registers.png
Drawn at 2 px/um. Other sequential cells in the stronger gray, the rest of the logic in the fainter gray.
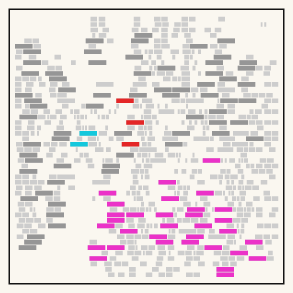
zoom.png
Window x 56 to 81, y 28 to 53 um. Cells in gray, sequential cells in the stronger gray; small squares are vias.
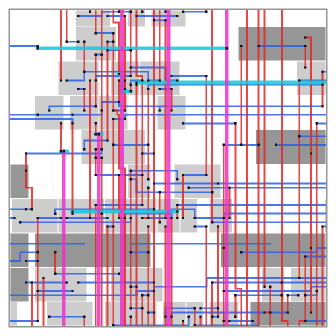
pins.png
Drawn at 3 px/um. Pins as bars across the die edge, other pins in gray.
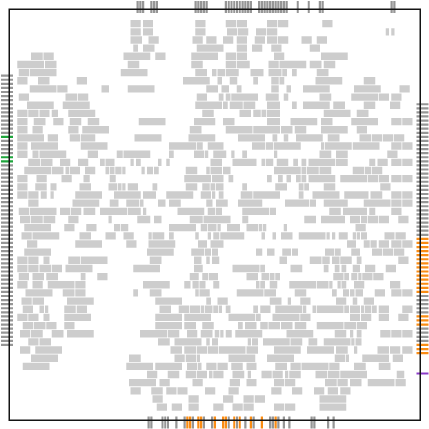
gate_families.png
Drawn at 2 px/um.
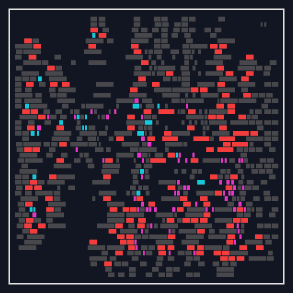
===== src/rtl/riscv_mem_pkg.sv =====
// riscv_mem_pkg: RV32I load/store funct3 codes and LSU FSM state encoding
package riscv_mem_pkg;
  localparam logic [2:0] F3_LB  = 3'b000;
  localparam logic [2:0] F3_LH  = 3'b001;
  localparam logic [2:0] F3_LW  = 3'b010;
  localparam logic [2:0] F3_LBU = 3'b100;
  localparam logic [2:0] F3_LHU = 3'b101;
  localparam logic [2:0] F3_SB  = 3'b000;
  localparam logic [2:0] F3_SH  = 3'b001;
  localparam logic [2:0] F3_SW  = 3'b010;
  typedef enum logic [1:0] {IDLE, READ, WRITE, RESP} lsu_state_t;
endpackage


===== src/rtl/lsu_align.sv =====
// lsu_align: little-endian lane extract/extend for loads and byte/half merge for stores
module lsu_align
  import riscv_mem_pkg::*;
(
  input  logic [2:0]  i_funct3,
  input  logic [1:0]  i_lane,
  input  logic [31:0] i_word,
  input  logic [31:0] i_wdata,
  output logic [31:0] o_load,
  output logic [31:0] o_store
);
  logic [1:0]  w_off;
  logic [4:0]  w_sh;
  logic [31:0] w_lane;
  logic [31:0] w_mask;
  // halfword/word offsets are aligned down so misaligned low bits are ignored
  always_comb begin
    w_off  = (i_funct3[1:0] == 2'b00) ? i_lane :
             (i_funct3[1:0] == 2'b01) ? {i_lane[1], 1'b0} : 2'b00;
    w_sh   = {w_off, 3'b000};
    w_lane = i_word >> w_sh;
    w_mask = (i_funct3[1:0] == 2'b00) ? (32'h0000_00ff << w_sh) :
             (i_funct3[1:0] == 2'b01) ? (32'h0000_ffff << w_sh) : 32'hffff_ffff;
    o_load = (i_funct3 == F3_LB)  ? {{24{w_lane[7]}}, w_lane[7:0]} :
             (i_funct3 == F3_LH)  ? {{16{w_lane[15]}}, w_lane[15:0]} :
             (i_funct3 == F3_LBU) ? {24'h0, w_lane[7:0]} :
             (i_funct3 == F3_LHU) ? {16'h0, w_lane[15:0]} : w_lane;
    o_store = (i_word & ~w_mask) | ((i_wdata << w_sh) & w_mask);
  end
endmodule


===== src/rtl/load_store_unit.sv =====
// load_store_unit: RV32I load/store FSM over a word-addressed data memory; define LSU_MISALIGN_TRAP_EN to fault misaligned half/word accesses
module load_store_unit
  import riscv_mem_pkg::*;
#(
  parameter int DEPTH = 121
) (
  input  logic        clk,
  input  logic        rst_n,
  input  logic        req_valid,
  output logic        req_ready,
  input  logic        req_we,
  input  logic [2:0]  req_funct3,
  input  logic [31:0] req_addr,
  input  logic [31:0] req_wdata,
  output logic        resp_valid,
  output logic [31:0] resp_rdata,
  output logic        resp_err,
  output logic [31:0] mem_addr,
  output logic        mem_we,
  output logic [31:0] mem_wdata,
  input  logic [31:0] mem_rdata
);
  localparam logic [31:0] L_DEPTH = DEPTH[31:0];
  lsu_state_t  r_state, w_next;
  logic        r_we, r_err;
  logic [2:0]  r_funct3;
  logic [31:0] r_addr, r_wdata, r_word;
  logic        w_legal, w_oob, w_misalign, w_fault;
  logic [31:0] w_load, w_store;
  assign w_legal = req_we ? (!req_funct3[2] && req_funct3[1:0] != 2'b11)
                          : (!req_funct3[1] || req_funct3 == F3_LW);
  assign w_oob = {2'b00, req_addr[31:2]} >= L_DEPTH;
`ifdef LSU_MISALIGN_TRAP_EN
  assign w_misalign = (req_funct3[1:0] == 2'b01 && req_addr[0]) ||
                      (req_funct3[1:0] == 2'b10 && req_addr[1:0] != 2'b00);
`else
  assign w_misalign = 1'b0;
`endif
  assign w_fault = !w_legal || w_oob || w_misalign;
  lsu_align u_align (
    .i_funct3 (r_funct3),
    .i_lane   (r_addr[1:0]),
    .i_word   (r_word),
    .i_wdata  (r_wdata),
    .o_load   (w_load),
    .o_store  (w_store)
  );
  // state register; reset abandons any transaction in flight
  always_ff @(posedge clk or negedge rst_n)
    if (!rst_n) r_state <= IDLE;
    else        r_state <= w_next;
  // request capture on acceptance and memory word capture in READ
  always_ff @(posedge clk or negedge rst_n)
    if (!rst_n) begin
      r_we     <= 1'b0;
      r_err    <= 1'b0;
      r_funct3 <= 3'b000;
      r_addr   <= 32'h0;
      r_wdata  <= 32'h0;
      r_word   <= 32'h0;
    end else begin
      if (r_state == IDLE && req_valid) begin
        r_we     <= req_we;
        r_err    <= w_fault;
        r_funct3 <= req_funct3;
        r_addr   <= req_addr;
        r_wdata  <= req_wdata;
      end
      if (r_state == READ) r_word <= mem_rdata;
    end
  // next state: faults skip memory, SW writes directly, SB/SH read-modify-write
  always_comb begin
    w_next = r_state;
    unique case (r_state)
      IDLE:    w_next = !req_valid ? IDLE : w_fault ? RESP :
                        (req_we && req_funct3 == F3_SW) ? WRITE : READ;
      READ:    w_next = r_we ? WRITE : RESP;
      WRITE:   w_next = RESP;
      default: w_next = IDLE;
    endcase
  end
  // outputs decoded from state; load data only for successful loads
  always_comb begin
    req_ready  = r_state == IDLE;
    resp_valid = r_state == RESP;
    resp_err   = r_state == RESP && r_err;
    resp_rdata = (r_state == RESP && !r_err && !r_we) ? w_load : 32'h0;
    mem_we     = r_state == WRITE;
    mem_addr   = {2'b00, r_addr[31:2]};
    mem_wdata  = (r_state == WRITE) ? w_store : 32'h0;
  end
endmodule


===== config.mk =====
export PLATFORM = sky130hd
export DESIGN_NAME = load_store_unit
export DESIGN_NICKNAME = d
export VERILOG_FILES = /design/src/rtl/riscv_mem_pkg.sv /design/src/rtl/lsu_align.sv /design/src/rtl/load_store_unit.sv
export SDC_FILE = /design/constraint.sdc
export NUM_CORES = 1
export LEC_CHECK = 0
export CAP_MARGIN = 20
export CORE_MARGIN = 2
export CORE_UTILIZATION = 35
export DETAILED_ROUTE_END_ITERATION = 10
export MAX_ROUTING_LAYER = met4
export SKIP_LAST_GASP = 1
export SYNTH_ARGS = -nofsm -noshare
export SYNTH_HDL_FRONTEND = slang
export SYNTH_SLANG_ARGS = --single-unit

===== constraint.sdc =====
create_clock -name clk -period 6.7 [get_ports clk]
set_input_delay 1.34 -clock clk [delete_from_list [all_inputs] [get_ports clk]]
set_output_delay 1.34 -clock clk [all_outputs]
set_load 0.01 [all_outputs]

==> reports/qor.csv <==
stage,metric,value,unit
power_and_ir_drop,leakage,3.171,nW
worst_setup_path,arrival,3970,ps
worst_setup_path,r2r_slack,4800,ps
outcome,run_status,finished clean,
run,max_cap_violations,0,
drt,wl_met1,7.527,mm
synth,ys_sh_adder,0.01630,
grt,met3_usage,0.06152,
sta,finClkSkew,10.72,ps
min_path,hold_class,flop to flop,
drt,remaining_drc_errors,0,
place,dpl.hpwl,14.08,mm
run,openroad.warnings,32,
sta,finalMaxSlewViolations,0,
worst_setup_path,cp-end-kind,output port,
place,dp.cells,906,
synth,top_area_frac,0.4196,
clock_network,clkTransAtPathRegs,70,ps
synth,synth-xor-area-share,0,
drt,drt_wl_total,18.42,mm
sta,finalHoldViolations,0,
synth,synth.area.mux_share,0.2605,
synth,synth_cell_type_count,49,
sta,post-route-min-period,5309,ps
finish,lay_top_cells,"clkdlybuf4s50_1 (199), mux2_2 (107), dfrtp_1 (103)",
clock_network,htreeDepth,3,
synth,ys_seq_frac,0.4196,
finish,clk_share,0.03336,
sta,max_freq,188.4,MHz
worst_setup_path,worstPathMaxFanout,34,
grt,overflow,0,
place,place_congestion,0.9087,
finish,nonClkBufAreaFrac,0.2480,
grt,antenna_found_initial,0,
worst_setup_path,worstSetupPathType,flop to output port,
synth,logic_family,multiplexers,
finish,largest_class,multi-input combinational cells,
synth,ys_warn_count,0,
clock_network,tritoncts,done,
finish,fin_nets,803,
finish,drive_gt1_frac,0.2324,
power_and_ir_drop,seq_power_share,0.323,
grt,grt_usage,0.2081,
floorplanning,core_area,17240,um2
clock_network,ctsHoldBuffers,0,
place,post-place-ws,1843,ps
finish,n_clock_buffer,11,
grt,use_met1,0.2495,
min_path,min_path_cells,1,
worst_setup_path,r2r_start,r_state[0],
floorplanning,initCoreUtil,0.3563,
drt,first_pass_iters,4,
clock_network,cts_resized,0,
power_and_ir_drop,power.internal,2.352,mW
worst_setup_path,slowest_delay,670,ps
synth,simple_gate_share,0.08983,
place,postPlaceCellArea,8013,um2
sta,finalSetupViolCount,0,
clock_network,cts_sinks,103,
drt,vias,4852,
worst_setup_path,crit_path_top_delay_cell,inv_2,
power_and_ir_drop,switchingPower,1.570,mW
grt,busiest_layer,met2,
sta,worstMarginPinSlew,899.9,ps
About registers.png:
[magenta] r_wdata | placed flops: 32
[cyan] r_state | placed flops: 2
[red] r_funct3 | placed flops: 3
sequential share of cell area: 0.3109
post-layout util: 0.4809
Register Area: 2577 um2
Seq power: 1.27 mW

About zoom.png:
[cyan] met3
[blue] met1
[magenta] met4
[red] met2
most frequent: mux2_2 (5), dfrtp_1 (5)
netlist names of flops here include: r_wdata (5)
sequential cells in the window: 5
cells with their middle in the window: 34

About pins.png:
[purple] rst_n | pins: 1 | direction: input | edge: east
[orange] mem_wdata | pins: 32 | direction: output | edge: 20 east, 12 south
[green] req_funct3 | pins: 3 | direction: input | edge: west
Die Width: 136.5 um
Buffers on Ports: 200
die span in y: 136.5 um

About gate_families.png:
[magenta] NAND gates | cells: 64
[red] multiplexers | cells: 136 | where: all over the die
[cyan] NOR gates | cells: 21
most numerous logic cell after layout: clkdlybuf4s50_1
Comb/total area: 0.3697
Finished Layout Cells: 922

-- power groups by stage --
stage                     Sequential [mW]  Clock, mW  Combinational [mW]
after floorplan                      1.12          0                1.62
after global placement               1.27          0                2.13
after detailed placement             1.28          0                2.16
after CTS                            1.27      0.513                2.18
after global routing                 1.31      0.537                2.36
final                                1.27      0.491                2.17
-- worst max-delay path: cells and delay by family (launching register included) --
kind                       cells  cell delay (ps)
and+or+nand+nor                4             1230
adders and majority gates      1              250
AOI/OAI and AO/OA              2              380
buffers and inverters          2             1210
DFF                            1              520
-- flip-flops by register name, indices dropped and copies added, names as in the netlist --
register	cells
r_funct3	3
r_word	32
r_we	1
r_addr	32
r_err	1
r_wdata	32
r_state	2
No activity file was given, so power comes from the tool's default toggle rates.
